==> images/zoom.png <==
Scale bar: 10 um. Region (30, 32) to (70, 72) um. Cells in grey, sequential cells in the stronger grey; small squares are vias.
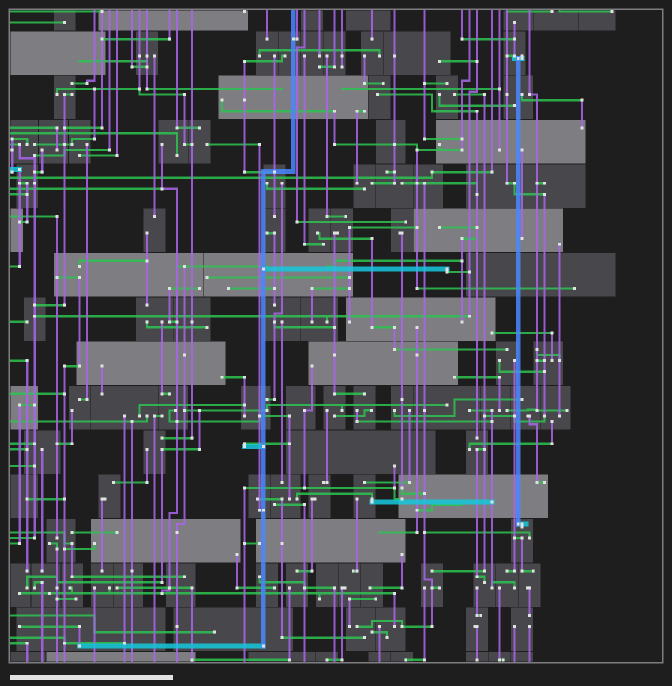
==> images/met2.png <==
Scale bar: 20 um. Cells faint in the background.
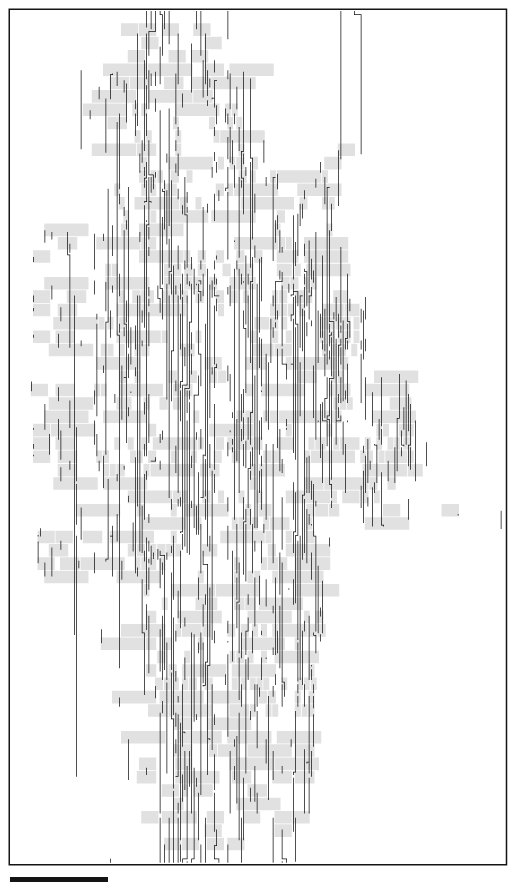
==> images/met1.png <==
Scale bar: 20 um. Supply wires on this layer in grey. Cells faint in the background.
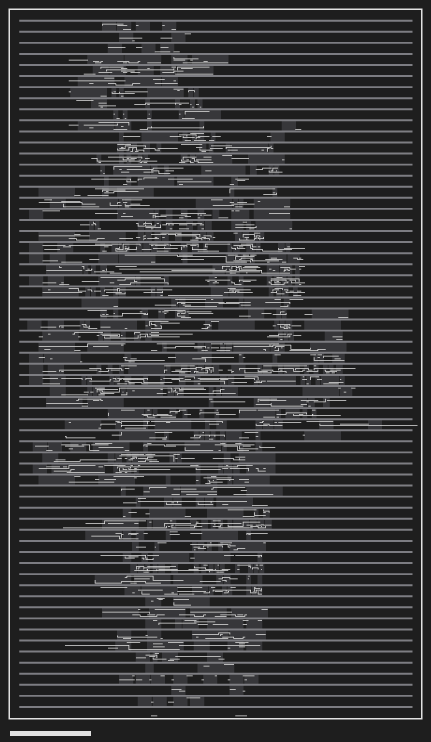
<file path="src/rtl/i2s_clkgen_tx.sv">
`default_nettype none
// ============================================================================
// Module      : i2s_clkgen_tx
// Description : I2S / left-justified audio transmitter. Derives bclk and lrc
//               from clk50 with an integer divider, serialises one buffered
//               stereo sample pair per frame MSB-first and flags underruns.
// Revision    : 1.0 - initial release
// ============================================================================
module i2s_clkgen_tx #(
   parameter int BCLK_HALF = 9,
   parameter int WORD_BITS = 16,
   parameter int SLOT_BITS = 32,
   parameter int MODE      = 0
) (
   input  logic                 clk50,
   input  logic                 rst,
   input  logic                 en,
   input  logic [WORD_BITS-1:0] sample_l,
   input  logic [WORD_BITS-1:0] sample_r,
   input  logic                 sample_valid,
   output logic                 sample_ready,
   output logic                 bclk,
   output logic                 lrc,
   output logic                 dacdat,
   output logic                 underrun
);

   localparam int c_CNT_W    = $clog2(2 * SLOT_BITS);
   localparam int c_DIV_W    = (BCLK_HALF > 1) ? $clog2(BCLK_HALF) : 1;
   localparam int c_MODE_OFS = (MODE == 0) ? 1 : 0;

   localparam logic [c_DIV_W-1:0] c_DIV_MAX = c_DIV_W'(BCLK_HALF - 1);
   localparam logic [c_CNT_W-1:0] c_CNT_MAX = c_CNT_W'(2 * SLOT_BITS - 1);
   localparam logic [c_CNT_W-1:0] c_SLOT    = c_CNT_W'(SLOT_BITS);

   typedef enum logic [0:0] {
      S_IDLE = 1'b0,
      S_RUN  = 1'b1
   } state_t;

   state_t               r_state;
   logic [c_DIV_W-1:0]   r_div;
   logic [c_CNT_W-1:0]   r_bitcnt;
   logic                 r_bclk;
   logic                 r_lrc;
   logic                 r_dacdat;
   logic                 r_underrun;
   logic [WORD_BITS-1:0] r_sh_l;
   logic [WORD_BITS-1:0] r_sh_r;
   logic [WORD_BITS-1:0] r_buf_l;
   logic [WORD_BITS-1:0] r_buf_r;
   logic                 r_full;

   logic                 w_fall;
   logic                 w_wrap;
   logic                 w_frame_start;
   logic [c_CNT_W-1:0]   w_cnt_next;
   logic [WORD_BITS-1:0] w_sh_l_next;
   logic [WORD_BITS-1:0] w_sh_r_next;
   logic                 w_slot;
   logic [WORD_BITS-1:0] w_word;
   logic [WORD_BITS-1:0] w_shifted;
   int                   w_pos;
   logic                 w_dat;

   // A fall event is the divider terminal count while bclk is high; a frame
   // starts on RUN entry or when the bit counter wraps.
   assign w_fall        = (r_state == S_RUN) && en && r_bclk && (r_div == c_DIV_MAX);
   assign w_wrap        = w_fall && (r_bitcnt == c_CNT_MAX);
   assign w_frame_start = ((r_state == S_IDLE) && en) || w_wrap;

   assign sample_ready  = ~r_full;
   assign bclk          = r_bclk;
   assign lrc           = r_lrc;
   assign dacdat        = r_dacdat;
   assign underrun      = r_underrun;

   // Next bit position, next shift-register contents and the serial bit that
   // belongs to that position; the registers below only latch these.
   always_comb begin
      w_cnt_next  = r_bitcnt;
      w_sh_l_next = r_sh_l;
      w_sh_r_next = r_sh_r;
      w_shifted   = '0;
      w_dat       = 1'b0;
      if (w_frame_start) begin
         w_cnt_next  = '0;
         w_sh_l_next = r_full ? r_buf_l : '0;
         w_sh_r_next = r_full ? r_buf_r : '0;
      end else if (w_fall) begin
         w_cnt_next  = r_bitcnt + c_CNT_W'(1);
      end
      w_slot = (w_cnt_next >= c_SLOT);
      w_word = w_slot ? w_sh_r_next : w_sh_l_next;
      w_pos  = int'(w_cnt_next) - (w_slot ? SLOT_BITS : 0) - c_MODE_OFS;
      if ((w_pos >= 0) && (w_pos < WORD_BITS)) begin
         w_shifted = w_word >> (WORD_BITS - 1 - w_pos);
         w_dat     = w_shifted[0];
      end
   end

   // Run/idle control, bclk divider, bit counter and registered serial outputs.
   always_ff @(posedge clk50 or posedge rst) begin
      if (rst) begin
         r_state    <= S_IDLE;
         r_div      <= '0;
         r_bitcnt   <= '0;
         r_bclk     <= 1'b0;
         r_lrc      <= 1'b0;
         r_dacdat   <= 1'b0;
         r_underrun <= 1'b0;
         r_sh_l     <= '0;
         r_sh_r     <= '0;
      end else begin
         r_underrun <= 1'b0;
         case (r_state)
            S_IDLE: begin
               r_div    <= '0;
               r_bitcnt <= '0;
               r_bclk   <= 1'b0;
               r_lrc    <= 1'b0;
               r_dacdat <= 1'b0;
               if (en) begin
                  r_state    <= S_RUN;
                  r_sh_l     <= w_sh_l_next;
                  r_sh_r     <= w_sh_r_next;
                  r_lrc      <= w_slot;
                  r_dacdat   <= w_dat;
                  r_underrun <= ~r_full;
               end
            end
            S_RUN: begin
               if (!en) begin
                  // Abandon the frame; the holding buffer is left untouched.
                  r_state  <= S_IDLE;
                  r_div    <= '0;
                  r_bitcnt <= '0;
                  r_bclk   <= 1'b0;
                  r_lrc    <= 1'b0;
                  r_dacdat <= 1'b0;
               end else begin
                  if (r_div == c_DIV_MAX) begin
                     r_div  <= '0;
                     r_bclk <= ~r_bclk;
                  end else begin
                     r_div  <= r_div + c_DIV_W'(1);
                  end
                  if (w_fall) begin
                     r_bitcnt <= w_cnt_next;
                     r_lrc    <= w_slot;
                     r_dacdat <= w_dat;
                  end
                  r_sh_l     <= w_sh_l_next;
                  r_sh_r     <= w_sh_r_next;
                  r_underrun <= w_wrap & ~r_full;
               end
            end
            default: begin
               r_state <= S_IDLE;
            end
         endcase
      end
   end

   // One-deep holding buffer: filled by the handshake, drained at frame start.
   always_ff @(posedge clk50 or posedge rst) begin
      if (rst) begin
         r_full  <= 1'b0;
         r_buf_l <= '0;
         r_buf_r <= '0;
      end else if (w_frame_start && r_full) begin
         r_full  <= 1'b0;
      end else if (sample_valid && !r_full) begin
         r_full  <= 1'b1;
         r_buf_l <= sample_l;
         r_buf_r <= sample_r;
      end
   end

endmodule
`default_nettype wire

</file>
<file path="config.mk">
export PLATFORM = sky130hd
export DESIGN_NAME = i2s_clkgen_tx
export DESIGN_NICKNAME = d
export VERILOG_FILES = /design/src/rtl/i2s_clkgen_tx.sv
export SDC_FILE = /design/constraint.sdc
export NUM_CORES = 1
export LEC_CHECK = 0
export ABC_AREA = 1
export CORE_AREA = 2 2 99 172
export DETAILED_ROUTE_END_ITERATION = 7
export DIE_AREA = 0 0 101 174
export GPL_TIMING_DRIVEN = 0
export PLACE_DENSITY = 0.53
export SLEW_MARGIN = 5
export SYNTH_ARGS = -nofsm -noshare
export SYNTH_HDL_FRONTEND = slang
export SYNTH_SLANG_ARGS = --single-unit
</file>
<file path="constraint.sdc">
create_clock -name clk50 -period 5.85 [get_ports clk50]
set_input_delay 1.17 -clock clk50 [delete_from_list [all_inputs] [get_ports clk50]]
set_output_delay 1.17 -clock clk50 [all_outputs]
set_load 0.01 [all_outputs]
</file>
==> out/results.ini <==
[floorplan]
chipWidth_um = 101
die_h_um = 174
fp-row-count = 62
die_area_um2 = 17570
initCoreUtil_pct = 24.38

[clock_network]
numCtsBuffers = 9
cts_tree = done
clkTransAtPathRegs_ns = 0.06
cts.sinks = 80
postCtsHoldBufs = 0
post_cts_buffers = 0
cts-root-buf = clkbuf_16

[yosys]
top_cells_by_count = nand2_1, dfrtp_1, nand3_1
ys_types = 26
yosys.area.top_type = dfrtp_1
ys_warn_count = 0
top_area_share_pct = 50.41
syn_inst = 450
ys_cells = 450
yosys_area_um2 = 3971
synth_top_flop_cell = dfrtp_1
ys_async_sr_fraction_pct = 100.0
edf_count = 0
syn_area_um2 = 3971
synth-seq-cells = 80
top_cell = nand2_1
synth_nets = 492

[final_timing]
finalHoldViolations = 0
drv_slew = 0
layout_min_cycle_time_ns = 3.824
tightest_slew_ns = 0.5470
timing.final.crit_share_pct = 65.36
rsz0062_at_grt = no
fin_skew_ns = 0.005474

[layout]
design_area_um2 = 4932
drive_gt1_share_pct = 18.15
syn_to_final_growth_pct = 24.20
seq_share_pct = 40.59
fin_cells = 699
finalNetCount = 544
layout_top_cell = nand2_1
lay_top_cells = nand2_1, dfrtp_1, nand3_1
buffers = 60
buf_share_pct = 10.65
dominant_cells = flip-flops and latches
num_antenna_cells = 0
logic_gate_count = 278
comb_area_um2 = 1588
comb_share_pct = 32.19

[setup_path]
end_kind = flop
critPathKind = input port to flop
timing.rr.end = dacdat
cp.required_ns = 6.13
startpoint_type = input port
crit_top_cell = nand3_1
critPathTopFamily = simple AND/OR/NAND/NOR gates
path_cells = clkdlybuf4s50_1, nand3_2, nor2_4, nand2_4, nand2_8, inv_4, nand3_2, buf_2, ha_1, nand3_1, xnor2_1, inv_1, ha_1, nor2_1, nand3_1, nor2_1, nand3_1, nand2_1
crit_start = en
cp-endpoint = dacdat
worstPathMaxFanout = 10
slowest_stage = clkdlybuf4s50_1
arrival_ns = 4.10
critPathMaxStageDelay_ns = 0.62

[power]
switching_share_pct = 28.66
pwr-share-comb_pct = 22.1
p_sw_mw = 0.4884
p_int_mw = 1.215
pwr-share-clk_pct = 33.1
powerSeq_mw = 0.763
p_comb_mw = 0.377
p_seq_share_pct = 44.8
ir_drop_uv = 147.8

[grt]
use_met3_pct = 2.051
top_usage_layer = met2
grt_util_all_layers_pct = 11.71
antenna_found_initial = 0
use_met2_pct = 22.89

[place]
hpwlAfterDp_mm = 7.279
place_inst = 683
dpl-instance-area_um2 = 4634
io_buffers = 40

[flow_run]
drv_cap = 0

[route]
met3_wirelength_um = 243
viasPerCell = 4.325
routed_wl_mm = 9.453
m1WireLength_mm = 3.488
drc = 0
drt_iter0_markers = 123

[run_status]
status = complete, no violations

-- zoom.png (at the start) --
legend:
  purple:
    layer: met2
  green:
    layer: met1
  blue:
    layer: met4
  cyan:
    layer: met3
cells with their middle in the window: 94
most frequent: nand2_1 (27), inv_1 (13), nand3_1 (13)
sequential cells in the window: 12
netlist names of flops here include: `r_sh_l` (10)

-- met2.png (at the start) --
main direction: vertical
wire length on this layer: 5450 um
nets with wire on the layer: 457
longest straight run: 69.0 um

-- met1.png (at the start) --
longest straight run: 29.4 um
share of all routed wire: 37%
nets with wire on the layer: 493
main direction: horizontal
wire length on this layer: 3490 um

-- logic make-up after synthesis --
kind of cell,share of synthesized area (%)
simple gates,25.05
buf+inv,9.609
flops,50.41
mux,9.074
compound gates,2.646
xor+xnor,1.323
fa+ha+maj,1.890
-- through the flow --
| stage | hold slack (ns) | util [%] | worst slack (ns) |
|---|---|---|---|
| 3_5_place_dp | 0.4645 | 28.45 | 1.635 |
| 6_report | 0.4798 | 30.28 | 2.026 |
| 4_1_cts | 0.4806 | 30.28 | 1.980 |
| 3_3_place_gp | 0.4600 | 28.31 | 1.357 |
| 2_1_floorplan | 0.4446 | - | 2.628 |
| 5_1_grt | 0.5101 | 30.28 | 1.687 |
Power and IR drop assume default switching activity.
